--- src/rtl/conv_pkg.sv ---
// Shared defaults for the convolution execution array.
// Holds the parameter defaults used by conv_exec_array and conv_exec_lane,
// and the width of the bias register index.
package conv_pkg;

  localparam int CH_DEF     = 6;
  localparam int DIN_W_DEF  = 23;
  localparam int DOUT_W_DEF = 16;
  localparam int SHIFT_DEF  = 7;
  localparam int BIAS_IDX_W = 4;

  typedef logic [BIAS_IDX_W-1:0] bias_idx_t;

endpackage

--- src/rtl/conv_exec_lane.sv ---
// One channel of the execution array.
// S1 holds (d_in >>> SHIFT) + bias at DIN_W+1 bits, so the add cannot overflow.
// S2 holds that sum saturated to DOUT_W bits, then optionally clamped by ReLU.
// The stage enables and the stored relu flag come from the top module, which
// owns all valid/handshake state.
module conv_exec_lane
  import conv_pkg::*;
#(
  parameter int DIN_W  = DIN_W_DEF,
  parameter int DOUT_W = DOUT_W_DEF,
  parameter int SHIFT  = SHIFT_DEF
) (
  input  logic              clk,
  input  logic              rst_n,
  input  logic              en1,
  input  logic              en2,
  input  logic              relu_s1,
  input  logic [DIN_W-1:0]  d_in,
  input  logic [DOUT_W-1:0] bias,
  output logic [DOUT_W-1:0] d_out,
  output logic              sat
);

  logic signed [DIN_W:0]    d_ext;
  logic signed [DIN_W:0]    shifted;
  logic signed [DIN_W:0]    bias_ext;
  logic signed [DIN_W:0]    sum_next;
  logic signed [DIN_W:0]    sum_reg;
  logic [DIN_W-DOUT_W+1:0]  top_bits;
  logic [DOUT_W-1:0]        sat_val;
  logic [DOUT_W-1:0]        clip_val;
  logic [DOUT_W-1:0]        res_next;
  logic [DOUT_W-1:0]        d_out_reg;

  assign d_ext    = $signed({d_in[DIN_W-1], d_in});
  assign shifted  = d_ext >>> SHIFT;
  assign bias_ext = $signed({{(DIN_W+1-DOUT_W){bias[DOUT_W-1]}}, bias});
  assign sum_next = shifted + bias_ext;

  // The sum fits DOUT_W bits exactly when every bit from the DOUT_W sign
  // position upward agrees; otherwise clamp toward the sign of the sum.
  assign top_bits = sum_reg[DIN_W:DOUT_W-1];
  assign sat      = ~((&top_bits) | ~(|top_bits));
  assign sat_val  = sum_reg[DIN_W] ? {1'b1, {(DOUT_W-1){1'b0}}}
                                   : {1'b0, {(DOUT_W-1){1'b1}}};
  assign clip_val = sat ? sat_val : sum_reg[DOUT_W-1:0];
  assign res_next = (relu_s1 && clip_val[DOUT_W-1]) ? '0 : clip_val;

  // S1: capture shifted input plus bias; held unchanged while stalled.
  always_ff @(posedge clk) begin
    if (!rst_n) begin
      sum_reg <= '0;
    end else if (en1) begin
      sum_reg <= sum_next;
    end
  end

  // S2: capture the saturated / ReLU result; this register drives d_out.
  always_ff @(posedge clk) begin
    if (!rst_n) begin
      d_out_reg <= '0;
    end else if (en2) begin
      d_out_reg <= res_next;
    end
  end

  assign d_out = d_out_reg;

endmodule

--- src/rtl/conv_exec_array.sv ---
// Two-stage, CH-wide shift / bias-add / saturate / ReLU execution array with
// valid-ready handshakes on both sides and a writable per-channel bias bank.
// Optional macro CONV_EXEC_SATCNT_EN builds a saturating count of S2 loads in
// which any lane saturated; without it sat_cnt is tied to zero.
module conv_exec_array
  import conv_pkg::*;
#(
  parameter int CH     = CH_DEF,
  parameter int DIN_W  = DIN_W_DEF,
  parameter int DOUT_W = DOUT_W_DEF,
  parameter int SHIFT  = SHIFT_DEF
) (
  input  logic                   clk,
  input  logic                   rst_n,
  input  logic                   in_valid,
  output logic                   in_ready,
  input  logic [CH*DIN_W-1:0]    d_in,
  input  logic                   relu_en,
  input  logic                   bias_wr_en,
  input  logic [BIAS_IDX_W-1:0]  bias_wr_idx,
  input  logic [DOUT_W-1:0]      bias_wr_data,
  output logic                   out_valid,
  input  logic                   out_ready,
  output logic [CH*DOUT_W-1:0]   d_out,
  output logic [15:0]            sat_cnt
);

  logic              s1_valid_reg;
  logic              s2_valid_reg;
  logic              relu_s1_reg;
  logic              en1;
  logic              en2;
  logic [CH-1:0]     sat_vec;
  logic [DOUT_W-1:0] bias_reg [CH];

  // A stage may load when it is empty or when the stage after it moves on.
  assign en2       = ~s2_valid_reg | out_ready;
  assign en1       = ~s1_valid_reg | en2;
  assign in_ready  = en1;
  assign out_valid = s2_valid_reg;

  // Valid bits advance with the stage enables; relu_en travels with S1 data.
  always_ff @(posedge clk) begin
    if (!rst_n) begin
      s1_valid_reg <= 1'b0;
      s2_valid_reg <= 1'b0;
      relu_s1_reg  <= 1'b0;
    end else begin
      if (en1) begin
        s1_valid_reg <= in_valid;
        relu_s1_reg  <= relu_en;
      end
      if (en2) begin
        s2_valid_reg <= s1_valid_reg;
      end
    end
  end

  generate
    for (genvar gi = 0; gi < CH; gi++) begin : g_lane
      // Bias bank entry; out-of-range indices match no entry and are dropped.
      always_ff @(posedge clk) begin
        if (!rst_n) begin
          bias_reg[gi] <= '0;
        end else if (bias_wr_en && (bias_wr_idx == BIAS_IDX_W'(gi))) begin
          bias_reg[gi] <= bias_wr_data;
        end
      end

      conv_exec_lane #(
        .DIN_W  (DIN_W),
        .DOUT_W (DOUT_W),
        .SHIFT  (SHIFT)
      ) u_lane (
        .clk     (clk),
        .rst_n   (rst_n),
        .en1     (en1),
        .en2     (en2),
        .relu_s1 (relu_s1_reg),
        .d_in    (d_in[gi*DIN_W +: DIN_W]),
        .bias    (bias_reg[gi]),
        .d_out   (d_out[gi*DOUT_W +: DOUT_W]),
        .sat     (sat_vec[gi])
      );
    end
  endgenerate

`ifdef CONV_EXEC_SATCNT_EN
  logic [15:0] sat_cnt_reg;

  // Count S2 loads of a valid vector with any saturated lane; stick at max.
  always_ff @(posedge clk) begin
    if (!rst_n) begin
      sat_cnt_reg <= '0;
    end else if (en2 && s1_valid_reg && (|sat_vec) && (sat_cnt_reg != 16'hFFFF)) begin
      sat_cnt_reg <= sat_cnt_reg + 16'd1;
    end
  end

  assign sat_cnt = sat_cnt_reg;
`else
  logic unused_sat;
  assign unused_sat = ^sat_vec;
  assign sat_cnt    = '0;
`endif

endmodule
--- config.mk ---
export PLATFORM = sky130hd
export DESIGN_NAME = conv_exec_array
export DESIGN_NICKNAME = d
export VERILOG_FILES = /design/src/rtl/conv_pkg.sv /design/src/rtl/conv_exec_lane.sv /design/src/rtl/conv_exec_array.sv
export SDC_FILE = /design/constraint.sdc
export NUM_CORES = 1
export LEC_CHECK = 0
export CAP_MARGIN = 15
export CORE_UTILIZATION = 53
export CTS_BUF_LIST = sky130_fd_sc_hd__clkbuf_16
export DETAILED_ROUTE_END_ITERATION = 8
export PLACE_DENSITY = 0.8
export SLEW_MARGIN = 0
export SYNTH_ARGS = -nofsm -noshare
export SYNTH_HDL_FRONTEND = slang
export SYNTH_SLANG_ARGS = --single-unit
--- constraint.sdc ---
create_clock -name clk -period 4.09 [get_ports clk]
set_input_delay 1.227 -clock clk [delete_from_list [all_inputs] [get_ports clk]]
set_output_delay 1.227 -clock clk [all_outputs]
set_load 0.005 [all_outputs]
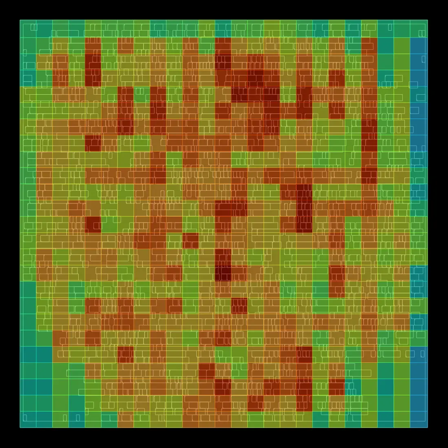
congestion_map.png
Post-Route Utilization: 66.1%
Routed WL per cell: 18.8 um

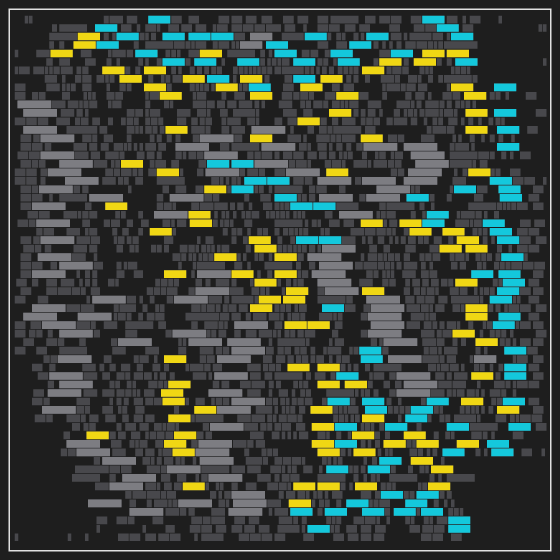
ff_map.png
Other sequential cells in the stronger grey, the rest of the logic in the fainter grey.
g_lane.u_lane.d_out -> cyan  # placed flops 96
g_lane.u_lane.sum_reg -> yellow  # placed flops 102
not coloured = 99

==> qor_table.md <==
| Result | Value |
|---|---|
| Largest stage delay on the critical path | 0.51 ns |
| Met2 global-route usage | 45.3% |
| Rel. slew slack | 36.2% |
| Number of placement rows | 62 |
| Tally of nets with antenna violations remaining after routing | 0 |
| Xor and xnor area share after synthesis | 2.54% |
| Worst hold slack across all endpoints | 0.446 ns |
| Initial Util | 53.9% |
| Dominant kind of cell by area | multi-input combinational cells |
| Most numerous logic cell after layout | sky130_fd_sc_hd__clkdlybuf4s50_1 |
| Critical path depth in cells | 5 |
| Insertion delay of the later-clocked pin in the worst-skew pair | 0.56 ns |
| Width of the die | 173 um |
| Critical register-to-register path startpoint | bias_reg[1][0]$_SDFFCE_PN0P_ |
| Placeable Area | 0.0288 mm^2 |
| Summed negative setup slack over all endpoints | 0 ns |
| Type of origin of the critical path | input pin |
| Fraction of power consumed by sequential logic | 43.5% |
| All-Layer GR Usage | 28.5% |
| Area of the die | 0.0299 mm^2 |
| Most common flop cell mapped by yosys | sky130_fd_sc_hd__dfxtp_1 |
| Detailed-routing iteration count for the pre-antenna-repair pass | 5 |
| Worst hold path type | reg2reg |
| Most frequent logic cells in the routed design | sky130_fd_sc_hd__clkdlybuf4s50_1, sky130_fd_sc_hd__a21oi_1, sky130_fd_sc_hd__nand2_1 |
| Number of cells on the worst reg-to-reg path | 8 |
| Post-layout minimum cycle time | 3.81 ns |
| Count of non-filler cells in the finished layout | 2,317 |
| Highest routed layer | met5 |
| Final number of hold-violating endpoints | 0 |
| Proportion of power drawn by combinational gates | 23.6% |
| Power of the combinational group | 0.00197 W |
| Post-cts sizing count | 0 |
| Layout cells sized above 1 | 5.38% |
| Cells along the critical path | clkdlybuf4s50_1 -> nor2b_4 -> and2_2 -> inv_2 -> clkdlybuf4s50_1 |
| Buffer depth of the longest clock path | 3 |
| Number of hold buffers added after cts | 0 |
| Number of buffers added for setup after CTS | 0 |
| Placed inst area | 0.0180 mm^2 |
| Logic share of the area | 42.3% |
| Clock Power | 0.00274 W |
| Share of Yosys cell area claimed by the top area cell type | 25.9% |
| Worst setup path endpoint | in_ready |
| ClkCell Share | 5.25% |
| Num sequential | 297 |
| Met3 Usage GRT | 4.13% |
| Critical path buffers and inverters | 3 |
| Wire length of the first global-routing pass | 67.7 mm |
| Number of global-route vias before repair | 12,551 |
| Clock-pin slew reported for the worst setup and hold paths after clock tree synthesis | 0.06 ns |
| Endpoint of the worst hold path | g_lane[1].u_lane.sum_reg[6]$_SDFFE_PN0P_ |
| Yosys cell count | 1,722 |
| Cell with the most instances after synthesis | sky130_fd_sc_hd__a21oi_1 |
| Layout overhead on the synthesized area | 22.6% |
| Number of nets in the finished design | 2,185 |
| Data required time of the worst path | 2.86 ns |
| Synthesized instance count | 1,722 |
| Least setup slack across all paths after layout | 0.279 ns |
| Unique cell type count in the Yosys netlist | 80 |
| I/O pin count | 278 |
| TritonCTS clock tree | yes |
| Initial antenna violation count | 5 |
| Simple share | 18.0% |
| Met3 routed wirelength | 3.52 mm |
| Comb gates | 1,291 |
| Area of combinational cells with multiple inputs | 0.00804 mm^2 |
| Post-place setup slack | 0.175 ns |
| Yosys warnings | 0 |
| Detailed-routing wirelength on met1 | 19.1 mm |
| Number of well-tap cells placed | 384 |
| Largest net degree at the start of global routing | 111 |
| Final instance area | 0.0190 mm^2 |
| Number of cells on the worst hold path | 2 |
| R2r endpoint | g_lane[1].u_lane.sum_reg[14]$_SDFFE_PN0P_ |
| Cell family with most CP delay | buffers and inverters |
| Number of buffers created by CTS | 31 |
| Hold Path Origin | g_lane[1].u_lane.sum_reg[6]$_SDFFE_PN0P_ |
| Largest register FFs | 102 |
| Metal2 WL | 19.6 mm |
| Top post-synthesis cells by count | sky130_fd_sc_hd__a21oi_1, sky130_fd_sc_hd__nand2_1, sky130_fd_sc_hd__dfxtp_1 |
| Total number of warnings across the stage logs | 78 |
| Slowest library cell on the worst path | sky130_fd_sc_hd__clkdlybuf4s50_1 |
| Count of inserted antenna diode cells | 1 |
| Outcome | complete, no violations |
| Clk_skew | 0.0141 ns |
| Vias | 13,519 |
| Heaviest power group | sequential cells |
| Post-route fraction of the period consumed by the critical path | 93.2% |
| Most area-hungry cell type in the Yosys netlist | sky130_fd_sc_hd__dfxtp_1 |
| Power per unit of standard cell area | 438 mW/mm^2 |
| CP startpoint | out_ready |
| Level count of the clock H-tree | 1 |
| Library cell appearing most often on the critical path | sky130_fd_sc_hd__clkdlybuf4s50_1 |
| Multiplexer fraction of the synthesized cell area | 0.129% |
| Total of buffers placed on input and output ports | 219 |
| Cell area after technology mapping | 0.0155 mm^2 |
| Non-clock buffer share of cell area | 12.8% |
| Gr ovfl total | 0 |
| Clk sinks | 297 |
| Sequential group power | 0.00362 W |
| Async SR Flop Fraction | 0% |
| Number of register bits inferred by synthesis | 297 |
| Fill cell instance count of the final layout | 2,311 |
| Largest cells by area after synthesis | sky130_fd_sc_hd__dfxtp_1, sky130_fd_sc_hd__edfxtp_1, sky130_fd_sc_hd__ha_1 |
| M1 GR Usage | 40.1% |
| Highest Clock Rate | 262 MHz |
| Violation count after the first detailed-routing iteration | 1,108 |
| Overall Power | 0.00833 W |
| Buffers outside the clock class | 246 |
| Setup Viol. Count Final | 0 |
| AND-OR/OR-AND Cells, Area Fraction | 21.2% |
| Slew at the pin closest to its max-slew limit | 0.957 ns |
| EDFF count, synth | 96 |
| Post-Synth Adder-Cell Area | 9.49% |
| Switching fraction of total power | 28.6% |
| Largest combinational cell category by area | AND-OR/OR-AND gates |
| Net switching power of the design | 0.00239 W |
| Biggest fanout along the worst timing path | 2 |
| Global placement routability congestion | 0.934 |
| Post-detailed-routing wire length | 43.6 mm |
| Worst IR drop on VDD | 0.000304 V |
| Critical path endpoint category | output port |
| Total internal power | 0.00595 W |
| Die Y-Extent | 173 um |
| Mean post-synth cell area | 9.01 um^2 |
| Post-synthesis sequential area ratio | 44.5% |
| Leakage power total | 7.57 nW |
| HPWL Detailed | 31.2 mm |
| Kind of critical path | in2out |
| Clkbuf count | 32 |
| Vias per cell | 5.83 |
| Inverter count | 40 |
| Number of pins exceeding their max-slew limit in the final report | 0 |
| Number of remaining DRC errors | 0 |
| Setup repair after global routing missed its margin | no |
| Most Crowded Layer GR | met2 |
| CTS root buf | sky130_fd_sc_hd__clkbuf_16 |
Power and IR drop assume default switching activity.
